$ cat config.mk
export PLATFORM = sky130hd
export DESIGN_NAME = legv8_ex_pipe
export DESIGN_NICKNAME = d
export VERILOG_FILES = /design/src/rtl/legv8_ex_pipe.sv
export SDC_FILE = /design/constraint.sdc
export NUM_CORES = 1
export LEC_CHECK = 0
export CELL_PAD_IN_SITES_DETAIL_PLACEMENT = 2
export CELL_PAD_IN_SITES_GLOBAL_PLACEMENT = 2
export CORE_AREA = 4 4 285 287
export DETAILED_ROUTE_END_ITERATION = 8
export DIE_AREA = 0 0 289 291
export PLACE_DENSITY = 0.8
export SKIP_CTS_REPAIR_TIMING = 1
export SLEW_MARGIN = 20
export SYNTH_ARGS = -nofsm -noshare
export SYNTH_HDL_FRONTEND = slang
export SYNTH_SLANG_ARGS = --single-unit
$ cat constraint.sdc
create_clock -name clk -period 7.2 [get_ports clk]
set_input_delay 0.72 -clock clk [delete_from_list [all_inputs] [get_ports clk]]
set_output_delay 0.72 -clock clk [all_outputs]
set_load 0.05 [all_outputs]
$ cat src/rtl/legv8_ex_pipe.sv
// LEGv8 execute stage: ALU control decode, operand forwarding, ALU and an EX/MEM
// valid/ready output register. Define LEGV8_EX_MUL_EN to build the iterative multiplier.
module legv8_ex_pipe #(
  parameter int XLEN     = 64,
  parameter int BR_SHIFT = 2,
  parameter int MUL_BPC  = 8
) (
  input  logic            clk,
  input  logic            reset,
  input  logic            in_valid,
  output logic            in_ready,
  input  logic [XLEN-1:0] rd1,
  input  logic [XLEN-1:0] rd2,
  input  logic [XLEN-1:0] pc,
  input  logic [XLEN-1:0] se,
  input  logic [10:0]     op_code,
  input  logic [1:0]      alu_op,
  input  logic            alu_src,
  input  logic [1:0]      fwd_a,
  input  logic [1:0]      fwd_b,
  input  logic [XLEN-1:0] mem_fwd,
  input  logic [XLEN-1:0] wb_fwd,
  output logic            out_valid,
  input  logic            out_ready,
  output logic [XLEN-1:0] alu_result,
  output logic            is_zero,
  output logic [XLEN-1:0] br_tar,
  output logic            busy
);

  localparam logic [10:0] OPC_ADD = 11'b10001011000;
  localparam logic [10:0] OPC_SUB = 11'b11001011000;
  localparam logic [10:0] OPC_AND = 11'b10001010000;
  localparam logic [10:0] OPC_ORR = 11'b10101010000;
  localparam logic [10:0] OPC_MUL = 11'b10011011000;

  typedef enum logic [2:0] {FN_ADD, FN_SUB, FN_AND, FN_ORR, FN_PASS, FN_MUL} alu_fn_e;

  if ((XLEN % MUL_BPC) != 0) begin : g_bad_bpc
    $error("XLEN must be a multiple of MUL_BPC");
  end

  alu_fn_e         fn;
  logic [XLEN-1:0] op_a, fwd_rd2, op_b, alu_res, br_tar_d;
  logic            accept, can_load, is_mul;
  logic            load_single, mul_done;
  logic [XLEN-1:0] mul_res, mul_br;

  assign can_load = !out_valid || out_ready;
  assign accept   = in_valid && in_ready;
  assign is_mul   = (fn == FN_MUL);
  assign br_tar_d = pc + (se << BR_SHIFT);

  always_comb begin
    // NOTE: every combinational output is given a default first so that no
    // path through the case statements can infer a latch.
    fn = FN_PASS;
    case (alu_op)
      2'b00: fn = FN_ADD;
      2'b10: begin
        case (op_code)
          OPC_SUB: fn = FN_SUB;
          OPC_AND: fn = FN_AND;
          OPC_ORR: fn = FN_ORR;
          OPC_MUL: fn = FN_MUL;
          default: fn = FN_ADD;
        endcase
      end
      default: fn = FN_PASS;
    endcase
  end

  always_comb begin
    op_a    = rd1;
    fwd_rd2 = rd2;
    case (fwd_a)
      2'b01:   op_a = mem_fwd;
      2'b10:   op_a = wb_fwd;
      default: op_a = rd1;
    endcase
    case (fwd_b)
      2'b01:   fwd_rd2 = mem_fwd;
      2'b10:   fwd_rd2 = wb_fwd;
      default: fwd_rd2 = rd2;
    endcase
    op_b = alu_src ? se : fwd_rd2;
  end

  // FN_MUL only reaches this path when the multiplier is not built.
  always_comb begin
    alu_res = '0;
    case (fn)
      FN_ADD:  alu_res = op_a + op_b;
      FN_SUB:  alu_res = op_a - op_b;
      FN_AND:  alu_res = op_a & op_b;
      FN_ORR:  alu_res = op_a | op_b;
      FN_PASS: alu_res = op_b;
      default: alu_res = '0;
    endcase
  end

`ifdef LEGV8_EX_MUL_EN
  localparam int STEPS = XLEN / MUL_BPC;
  localparam int CW    = $clog2(STEPS + 1);

  typedef enum logic {S_IDLE, S_MUL} state_e;

  state_e          state_q, state_d;
  logic [XLEN-1:0] mcand_q, mplier_q, acc_q, br_pend_q, step_sum;
  logic [CW-1:0]   cnt_q;
  logic            last_step;

  assign step_sum    = acc_q + mcand_q * XLEN'(mplier_q[MUL_BPC-1:0]);
  assign last_step   = (state_q == S_MUL) && (cnt_q == CW'(STEPS - 1));
  assign mul_done    = last_step && can_load;
  assign load_single = accept && !is_mul;
  assign mul_res     = step_sum;
  assign mul_br      = br_pend_q;

  // NOTE: sequential state uses non-blocking assignments so every register
  // samples pre-edge values regardless of statement order.
  always_ff @(posedge clk) begin
    if (reset) state_q <= S_IDLE;
    else       state_q <= state_d;
  end

  always_comb begin
    state_d = state_q;
    case (state_q)
      S_IDLE:  if (accept && is_mul) state_d = S_MUL;
      S_MUL:   if (mul_done)         state_d = S_IDLE;
      default: state_d = S_IDLE;
    endcase
  end

  always_comb begin
    busy     = (state_q == S_MUL);
    in_ready = (state_q == S_IDLE) && can_load;
  end

  // The final step is not committed to acc_q; a blocked result is recomputed
  // each cycle from the frozen accumulator until the output register frees up.
  always_ff @(posedge clk) begin
    if (reset) begin
      mcand_q   <= '0;
      mplier_q  <= '0;
      acc_q     <= '0;
      br_pend_q <= '0;
      cnt_q     <= '0;
    end else if (accept && is_mul) begin
      mcand_q   <= op_a;
      mplier_q  <= op_b;
      acc_q     <= '0;
      br_pend_q <= br_tar_d;
      cnt_q     <= '0;
    end else if (state_q == S_MUL && !last_step) begin
      acc_q    <= step_sum;
      mcand_q  <= mcand_q << MUL_BPC;
      mplier_q <= mplier_q >> MUL_BPC;
      cnt_q    <= cnt_q + CW'(1);
    end
  end
`else
  assign busy        = 1'b0;
  assign in_ready    = can_load;
  assign load_single = accept;
  assign mul_done    = 1'b0;
  assign mul_res     = '0;
  assign mul_br      = '0;
`endif

  always_ff @(posedge clk) begin
    if (reset) begin
      out_valid  <= 1'b0;
      alu_result <= '0;
      is_zero    <= 1'b0;
      br_tar     <= '0;
    end else if (load_single) begin
      out_valid  <= 1'b1;
      alu_result <= alu_res;
      is_zero    <= (alu_res == '0);
      br_tar     <= br_tar_d;
    end else if (mul_done) begin
      out_valid  <= 1'b1;
      alu_result <= mul_res;
      is_zero    <= (mul_res == '0);
      br_tar     <= mul_br;
    end else if (out_ready) begin
      out_valid  <= 1'b0;
    end
  end

endmodule

Layout detail:
Region (124, 67) to (164, 107) um. Cells in gray, sequential cells in the stronger gray; small squares are vias.
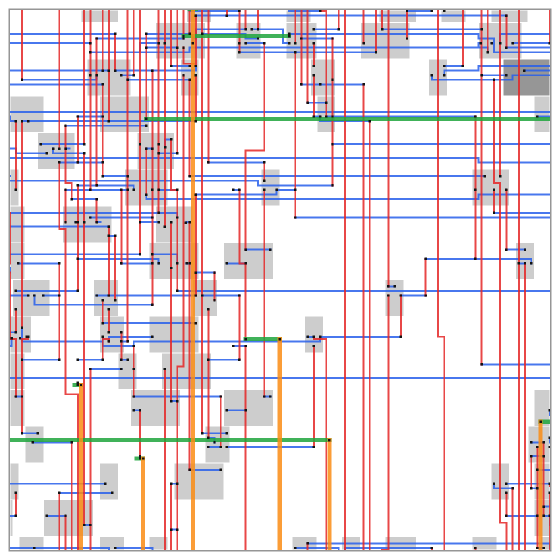
Key: metal 1 = blue; metal 2 = red; metal 4 = orange; metal 3 = green
42 logic cells have their middle in the window. Sequential cells in the window: 0. Most frequent: clkdlybuf4s50_1 (9), nand2_1 (8), o21ai_0 (6).

Signal wires by layer:
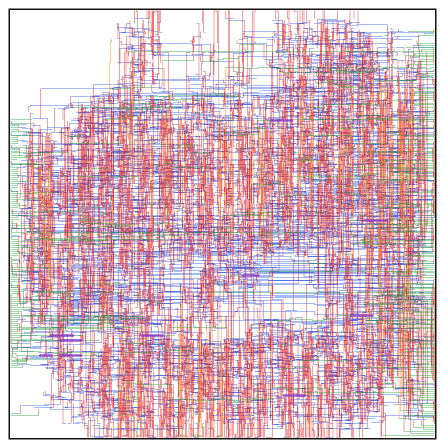
Key: metal 1 = blue [wire length 51.5 mm]; metal 2 = red [wire length 66.2 mm]; metal 3 = green [wire length 8290 um]; metal 5 = purple [wire length 130 um]; metal 4 = orange [wire length 8010 um]

==> flow_metrics.rpt <==
=== SYNTHESIS / PLACE & ROUTE SUMMARY ===
----------------------------------------------------
[Run status]
  Result of the run ........................ finished, final reports clean

[Clock tree]
  Worst-Skew Late Latency ........................ 0.51 ns
  Clock Sinks ........................ 130

[Synth]
  Main flop type ........................ dfxtp_1
  Fraction of synthesized cell area in xor and xnor cells ........................ 7.23%
  Count of different cell masters after synthesis ........................ 91
  Share of the yosys chip area belonging to registers ........................ 13.9%
  Post-synthesis cell count from yosys ........................ 2757

[Worst setup path]
  Critical path's slowest cell ........................ a211oi_1
  Launch point of the worst reg-to-reg path ........................ out_valid$_SDFFE_PP0P_
  Worst reg2reg endpoint ........................ is_zero$_SDFFE_PP0P_
  Worst setup SP type ........................ primary input

[Global routing]
  Busiest metal layer after global routing ........................ met2
  GRT overflow ........................ 0
  Met1 layer usage reported by global route ........................ 33.7%

[Min path]
  Sink of the worst hold path ........................ br_tar[23]$_SDFFE_PP0P_
  Beginning of the worst hold path ........................ br_tar[23]$_SDFFE_PP0P_

[Final layout]
  Sequential fraction of total cell area ........................ 8.88%
  Number of non-clock inverters in the layout ........................ 83
  Clock network share of area ........................ 2.09%

[Final timing]
  Worst slew margin ........................ 21.5%
  Final-layout setup total negative slack ........................ 0 ns

[Floorplanning]
  Die extent in y ........................ 291 um
  Row cnt ........................ 103

[Routing]
  DRT antenna net count ........................ 0
  Highest routed metal layer ........................ met5

[Place]
  Final weighted congestion of routability-driven global placement ........................ 0.975
  Post-placement setup slack ........................ -0.661 ns

----------------------------------------------------
Signal wires on met3:
The bar under the picture is 100 um long.
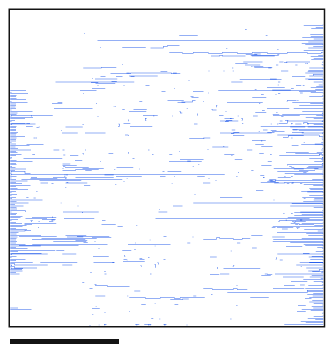
The wires run mostly horizontal. The longest straight run is 208 um. The layer holds 6.2% of the routed length. 574 nets have wire on it. The layer carries 8290 um of wire.
drt total wl: 134000 um
met3 Usage GRT: 6.51%
total number of vias: 26500

Clock wires, drivers and flops:
The bar under the picture is 100 um long.
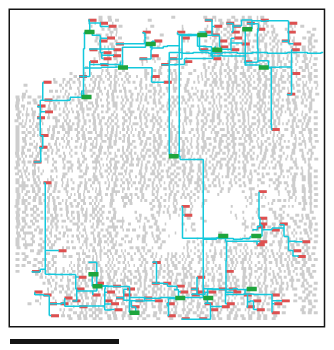
Key: clock wires = cyan [length 3200 um]; flip-flops = red [count 130]; clock drivers = green [count 17]
Position of the flops: all over the die. There are 18 routed clock nets.

-- Yosys cell counts, types with 8 or more instances --
cell	number
nor2b_1	24
o31ai_1	28
nand2b_1	32
nand3_1	42
a21oi_1	281
o21a_1	19
a31oi_1	20
a21o_1	79
a211oi_1	66
a21boi_0	9
o21ai_1	9
and3_1	23
ha_1	152
o2111ai_1	8
xnor2_1	83
nor4_1	12
or3_1	12
mux2i_1	9
a22o_1	35
or2_2	9
o21bai_1	20
o22ai_1	17
a221oi_1	33
a22oi_1	90
a221o_1	36
nor2_1	211
buf_2	18
o21ai_0	241
dfxtp_1	130
xor2_1	72
and2_1	19
buf_1	22
clkbuf_1	150
o211ai_1	20
nand2_1	359
nor3_1	62
inv_1	81
maj3_1	35
nand4_1	63
-- per-stage QoR --
step                      area [um^2]  std cells  utilization, %
after floorplan                 18800       2757               -
after global placement          28300       4624            36.0
after detailed placement        28300       4624            36.0
after CTS                       28900       4656            36.8
after global routing            29300       4686            37.3
final                           29300       4691            37.3
-- kinds of logic after synthesis --
group                      after synthesis
and+or+nand+nor                        903
muxes                                    9
DFF                                    130
AOI/OAI and AO/OA                     1091
buffers and inverters                  279
xor gates and xnor gates               155
adders and majority gates              189
other                                    1
-- how the worst max path moves through the flow --
stage,start,endpoint,cells past startpoint
finish,fwd_b[1],is_zero$_SDFFE_PP0P_,26
global route,fwd_b[0],is_zero$_SDFFE_PP0P_,30
CTS,fwd_b[0],is_zero$_SDFFE_PP0P_,27
detailed placement,fwd_b[0],is_zero$_SDFFE_PP0P_,30
global placement,fwd_b[0],is_zero$_SDFFE_PP0P_,32
floorplan,fwd_b[0],is_zero$_SDFFE_PP0P_,33
-- registers in the layout, indices dropped and copies added (netlist names) --
name,cells
out_valid,1
is_zero,1
alu_result,64
br_tar,64
